--- src/rtl/fc_align_sequencer_pkg.sv ---
// Shared fast-command definitions: sequencer state encoding, aligner done code
// and small helpers used by the alignment sequencer.
package fc_align_sequencer_pkg;

  typedef enum logic [2:0] {
    S_IDLE     = 3'd0,
    S_PULSE    = 3'd1,
    S_WAITDONE = 3'd2,
    S_SETTLE   = 3'd3,
    S_CONFIRM  = 3'd4,
    S_LOCKED   = 3'd5,
    S_FAIL     = 3'd6
  } fc_state_e;

  localparam logic [3:0] ALIGN_DONE_CODE = 4'd9;

  function automatic logic is_busy(input fc_state_e s);
    return (s == S_PULSE) || (s == S_WAITDONE) || (s == S_SETTLE) || (s == S_CONFIRM);
  endfunction

  function automatic logic [3:0] sat_inc4(input logic [3:0] v);
    return (v == 4'hF) ? v : v + 4'd1;
  endfunction

endpackage

--- src/rtl/fc_idle_counter.sv ---
// Saturating count of consecutive IDLE fast commands; any non-IDLE cycle or
// clr_i returns it to zero. Register is triplicated and majority-voted.
module fc_idle_counter #(
  parameter int MAX = 16,
  parameter bit TMR = 1'b1,
  localparam int W = $clog2(MAX + 1)
) (
  input  logic         clk40,
  input  logic         rstn,
  input  logic         clr_i,
  input  logic         inc_i,
  output logic [W-1:0] cnt_o
);

  logic [W-1:0] cnt_q [3];
  logic [W-1:0] cnt_v;
  logic [W-1:0] cnt_d;

  // NOTE: every path assigns cnt_v/cnt_d, so this block can never infer a latch.
  always_comb begin
    cnt_v = TMR ? ((cnt_q[0] & cnt_q[1]) | (cnt_q[1] & cnt_q[2]) | (cnt_q[0] & cnt_q[2]))
                : cnt_q[0];
    if (clr_i || !inc_i)        cnt_d = '0;
    else if (cnt_v == W'(MAX))  cnt_d = cnt_v;
    else                        cnt_d = cnt_v + W'(1);
  end

  // NOTE: the three copies are plain flops, not a RAM, so each one is reset;
  // non-blocking updates keep all copies sampling the same voted value.
  always_ff @(posedge clk40) begin
    for (int i = 0; i < 3; i++) begin
      if (!rstn) cnt_q[i] <= '0;
      else       cnt_q[i] <= cnt_d;
    end
  end

  assign cnt_o = cnt_v;

endmodule

--- src/rtl/fc_align_sequencer.sv ---
// Drives the bit aligner through pulse / wait / settle / IDLE-confirm, retries
// on error or timeout, and monitors lock afterwards. All state is TMR-voted.
module fc_align_sequencer
  import fc_align_sequencer_pkg::*;
#(
  parameter int SETTLE_CYC = 64,
  parameter int ALIGN_TMO  = 1024,
  parameter int LOCK_IDLES = 16,
  parameter int MAX_RETRY  = 7,
  parameter bit TMR        = 1'b1
) (
  input  logic       clk40,
  input  logic       rstn,
  input  logic       start,
  input  logic       autoRelock,
  input  logic [3:0] state_bitAlign,
  input  logic       bitError,
  input  logic       fcIdle,
  output logic       fccAlign,
  output logic       busy,
  output logic       locked,
  output logic       alignFail,
  output logic [3:0] retryCnt
);

  localparam int CONFIRM_TMO = 8 * LOCK_IDLES;
  localparam int CYC_MAX_A   = (ALIGN_TMO > SETTLE_CYC) ? ALIGN_TMO : SETTLE_CYC;
  localparam int CYC_MAX     = (CYC_MAX_A > CONFIRM_TMO) ? CYC_MAX_A : CONFIRM_TMO;
  localparam int CW          = $clog2(CYC_MAX + 1);
  localparam int IW          = $clog2(LOCK_IDLES + 1);

  typedef struct packed {
    fc_state_e       state;
    logic            start;
    logic [CW-1:0]   cyc;
    logic [3:0]      retry;
    logic            fail;
    logic            miss;
  } regs_t;

  localparam int RW = $bits(regs_t);

  logic [RW-1:0] regs_q [3];
  regs_t         r;
  regs_t         n;
  logic [IW-1:0] idle_cnt;
  logic          start_edge;
  logic          align_ok;
  logic          take_retry;
  logic          enter;

  always_comb begin
    if (TMR) r = regs_t'((regs_q[0] & regs_q[1]) | (regs_q[1] & regs_q[2]) | (regs_q[0] & regs_q[2]));
    else     r = regs_t'(regs_q[0]);
  end

  assign start_edge = start & ~r.start;
  assign align_ok   = (state_bitAlign == ALIGN_DONE_CODE) && !bitError;

  always_comb begin
    n          = r;
    n.start    = start;
    n.miss     = 1'b0;
    n.cyc      = (r.cyc == CW'(CYC_MAX)) ? r.cyc : r.cyc + CW'(1);
    take_retry = 1'b0;
    enter      = 1'b0;

    case (r.state)
      S_IDLE: if (start_edge) begin
        n.retry = '0;
        n.fail  = 1'b0;
        n.state = S_PULSE;
        enter   = 1'b1;
      end
      S_PULSE: if (r.cyc == CW'(1)) begin
        n.retry = sat_inc4(r.retry);
        n.state = S_WAITDONE;
        enter   = 1'b1;
      end
      S_WAITDONE: begin
        if (bitError)                           take_retry = 1'b1;
        else if (align_ok)                      begin n.state = S_SETTLE; enter = 1'b1; end
        else if (r.cyc == CW'(ALIGN_TMO - 1))   take_retry = 1'b1;
      end
      S_SETTLE: if (r.cyc == CW'(SETTLE_CYC - 1)) begin
        n.state = S_CONFIRM;
        enter   = 1'b1;
      end
      S_CONFIRM: begin
        // Lock on the cycle whose IDLE brings the run length to LOCK_IDLES.
        if (bitError)                                         take_retry = 1'b1;
        else if (fcIdle && idle_cnt == IW'(LOCK_IDLES - 1))   begin n.state = S_LOCKED; enter = 1'b1; end
        else if (r.cyc == CW'(CONFIRM_TMO - 1))               take_retry = 1'b1;
      end
      S_LOCKED: begin
        n.miss = (state_bitAlign != ALIGN_DONE_CODE);
        if (bitError || (n.miss && r.miss)) begin
          enter = 1'b1;
          if (autoRelock) begin
            n.retry = '0;
            n.state = S_PULSE;
          end else begin
            n.state = S_IDLE;
          end
        end
      end
      S_FAIL: begin
        n.state = S_IDLE;
        enter   = 1'b1;
      end
      default: begin
        n.state = S_IDLE;
        enter   = 1'b1;
      end
    endcase

    if (take_retry) begin
      enter = 1'b1;
      if (r.retry < 4'(MAX_RETRY)) begin
        n.state = S_PULSE;
      end else begin
        n.state = S_FAIL;
        n.fail  = 1'b1;
      end
    end

    if (start_edge && (is_busy(r.state) || r.state == S_LOCKED)) begin
      n.retry = '0;
      n.state = S_PULSE;
      enter   = 1'b1;
    end

    if (enter) n.cyc = '0;
  end

  always_ff @(posedge clk40) begin
    for (int i = 0; i < 3; i++) begin
      if (!rstn) regs_q[i] <= '0;
      else       regs_q[i] <= n;
    end
  end

  fc_idle_counter #(
    .MAX (LOCK_IDLES),
    .TMR (TMR)
  ) u_idle_cnt (
    .clk40 (clk40),
    .rstn  (rstn),
    .clr_i (r.state != S_CONFIRM),
    .inc_i (fcIdle),
    .cnt_o (idle_cnt)
  );

  assign fccAlign  = (r.state == S_PULSE);
  assign busy      = is_busy(r.state);
  assign locked    = (r.state == S_LOCKED);
  assign alignFail = r.fail;
  assign retryCnt  = r.retry;

endmodule

--- config.mk ---
export PLATFORM = sky130hd
export DESIGN_NAME = fc_align_sequencer
export DESIGN_NICKNAME = d
export VERILOG_FILES = /design/src/rtl/fc_align_sequencer_pkg.sv /design/src/rtl/fc_idle_counter.sv /design/src/rtl/fc_align_sequencer.sv
export SDC_FILE = /design/constraint.sdc
export NUM_CORES = 1
export LEC_CHECK = 0
export CORE_MARGIN = 4
export CORE_UTILIZATION = 59
export DETAILED_ROUTE_END_ITERATION = 16
export PLACE_DENSITY_LB_ADDON = 0.05
export SLEW_MARGIN = 10
export SYNTH_ARGS = -nofsm -noshare
export SYNTH_HDL_FRONTEND = slang
export SYNTH_SLANG_ARGS = --single-unit
--- constraint.sdc ---
create_clock -name clk40 -period 7.17 [get_ports clk40]
set_clock_uncertainty 0.1 [all_clocks]
set_input_delay 0.717 -clock clk40 [delete_from_list [all_inputs] [get_ports clk40]]
set_output_delay 0.717 -clock clk40 [all_outputs]
set_load 0.05 [all_outputs]
Fig. 1: power grid
The bar under the picture is 20 µm long. Pins as bars on the die edge.
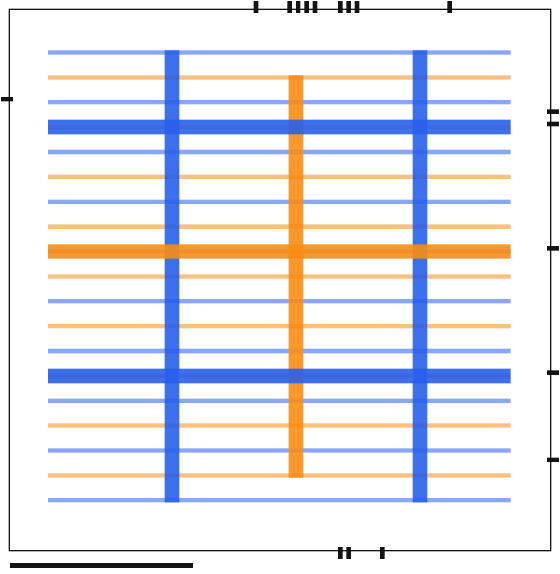
colour	net
blue	VSS
orange	VDD
rows	18
met5 straps	3

Fig. 2: placed cells, one colour a class
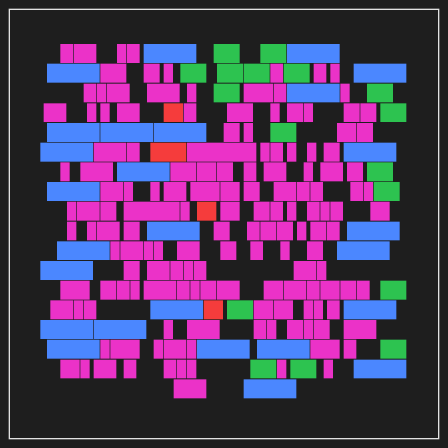
colour	class	cells	share of their area
red	clock drivers and dummy loads	4	2.1%
magenta	combinational and other logic	151	57%
green	other buffers and delay cells	17	10%
blue	flops	26	31%

Fig. 3: clock wires, drivers and flops
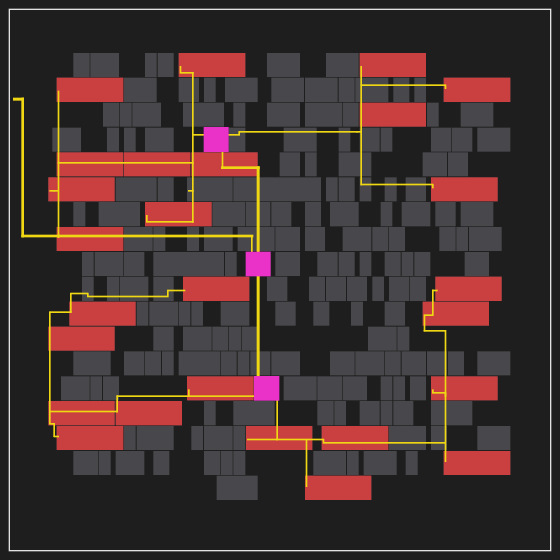
[yellow] clock wires | length: 297 µm
[red] flip-flops | count: 26
[magenta] clock drivers | count: 3
routed clock nets	4
flops lie	spread over the die

Fig. 4: wiring by layer
The bar under the picture is 20 µm long.
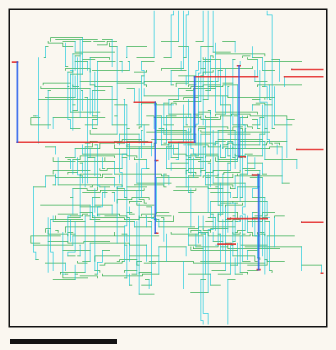
colour	layer	wire length
red	metal 3	82.1 µm
green	metal 1	1440 µm
cyan	metal 2	1490 µm
blue	metal 4	86.4 µm

==> power breakdown <==
part           internal [µW]  leakage, µW  switching [µW]  total [µW]
Sequential               156     0.000211            24.6         181
Combinational           55.9     0.000407            94.6         150
Clock                   31.1    0.0000210            43.0        74.0
Total                    243     0.000638             162         405
==> flip-flops by register name, summed over array words and instances (netlist names) <==
register / flops
regs_q: 21
u_idle_cnt.cnt_q: 5
==> routing by layer <==
metal | up-vias | track usage
met5 | - | 0
met4 | 0 | 0.09709
met3 | 11 | 0.02614
met2 | 20 | 0.3044
met1 | 611 | 0.2490
li1 | 687 | -
==> logic make-up after synthesis <==
logic type	after synthesis	synth area share
simple gates	84	0.3019
compound gates	35	0.1538
xor+xnor	12	0.06835
flops	26	0.3385
buf+inv	18	0.05940
fa+ha+maj	7	0.05695
mux	3	0.02115
==> GITHUB_STEP_SUMMARY <==
## Implementation flow summary

| Metric | Value |
|---|---|
| Slew margin rel. | 0.2887 |
| Post-CTS Setup Inserts | 0 |
| Syn Inst Count | approximately 190 |
| Rows | 18 |
| Top delay family on crit path | buffers and inverters |
| VDD IR max | roughly 0.17 mV |
| First-pass detailed-route iteration total | 4 |
| Top cells, area | dfxtp_1 (34%), ha_1 (5.7%), nor2_1 (5.6%), xor2_1 (5.1%), nand2_1 (3.7%) |
| Multi-Input Combinational | about 140 |
| Worst Setup Slack, final | just over 4 ns |
| Synthesis area per yosys | about 1500 µm² |
| Static Leak | roughly 0.00064 µW |
| Vias in the first global route | 1213 |
| Crit path kind | reg2out |
| Final Cycle Share | 0.4384 |
| Period minus WS final | ~3.1 ns |
| WP buf/inv | 1 |
| Final Max Tran Viols | 0 |
| Flop share of the area | 0.3012 |
| Met2 WL | 1.491 mm |
| Pre-CTS setup slack | approximately 4.1 ns |
| # diodes | 0 |
| Chip height | a little under 60 µm |
| Sequential cell area | 520.5 µm² |
| Comb gate area | 925.9 µm² |
| Iter 0 DRT Violations | roughly 60 |
| Synth Net Count | about 200 |
| FF+latch count | 26 |
| Pre-placement core utilization | 0.6207 |
| RSZ-0062 raised after global routing | false |
| Status | finished, final reports clean |
| Pwr Density | 234.6 nW/µm² |
| Latency at later pin | roughly 0.32 ns |
| CP Capture Type | output port |
| Die W | 59.05 µm |
| Area growth from synthesis to layout | 12.37% |
| Tool warning count | 29 |
| Tapcell count | 30 |
| Fraction of layout cells with a size suffix above 1 | 0.05556 |
| Met3 wire length | about 82 µm |
| Total power draw | between 400 and 500 µW |
| # DRC | 0 |
| Ports | 18 |
| Top cells excl fill/tap | dfxtp_1 (26), nor2_1 (23), clkdlybuf4s50_1 (17), nand2_1 (15) |
| Crit path from | regs_q[1][18]$_SDFF_PN0_ |
| Hpwl dp | between 2 and 2.5 mm |
| Total CTS buffers | 3 |
| Buffers on Ports | 17 |
| Top cell excl fill/tap | dfxtp_1 |
| RR Endpoint | regs_q[1][13]$_SDFFE_PP0P_ |
| Final wirelength | 3.099 mm |
| DR vias/cell | 5.829 |
| Initial antenna violation count | 0 |
| Chip area | 3487 µm² |
| Total track usage | 0.1902 |
| Gr ovfl total | 0 |
| Fin Setup TNS | 0 ns |
| Endpoints failing setup | 0 |
| Critical Path AT | 2.33 ns |
| Final hold violations | 0 |
| Synth top cell by count | dfxtp_1 |
| Hold_sp | regs_q[1][1]$_SDFF_PN0_ |
| Clock buf count | 4 |
| Post-synth ARST share | 0 |
| DP Cell Count | 224 |
Power is estimated from default activity; no workload was simulated.
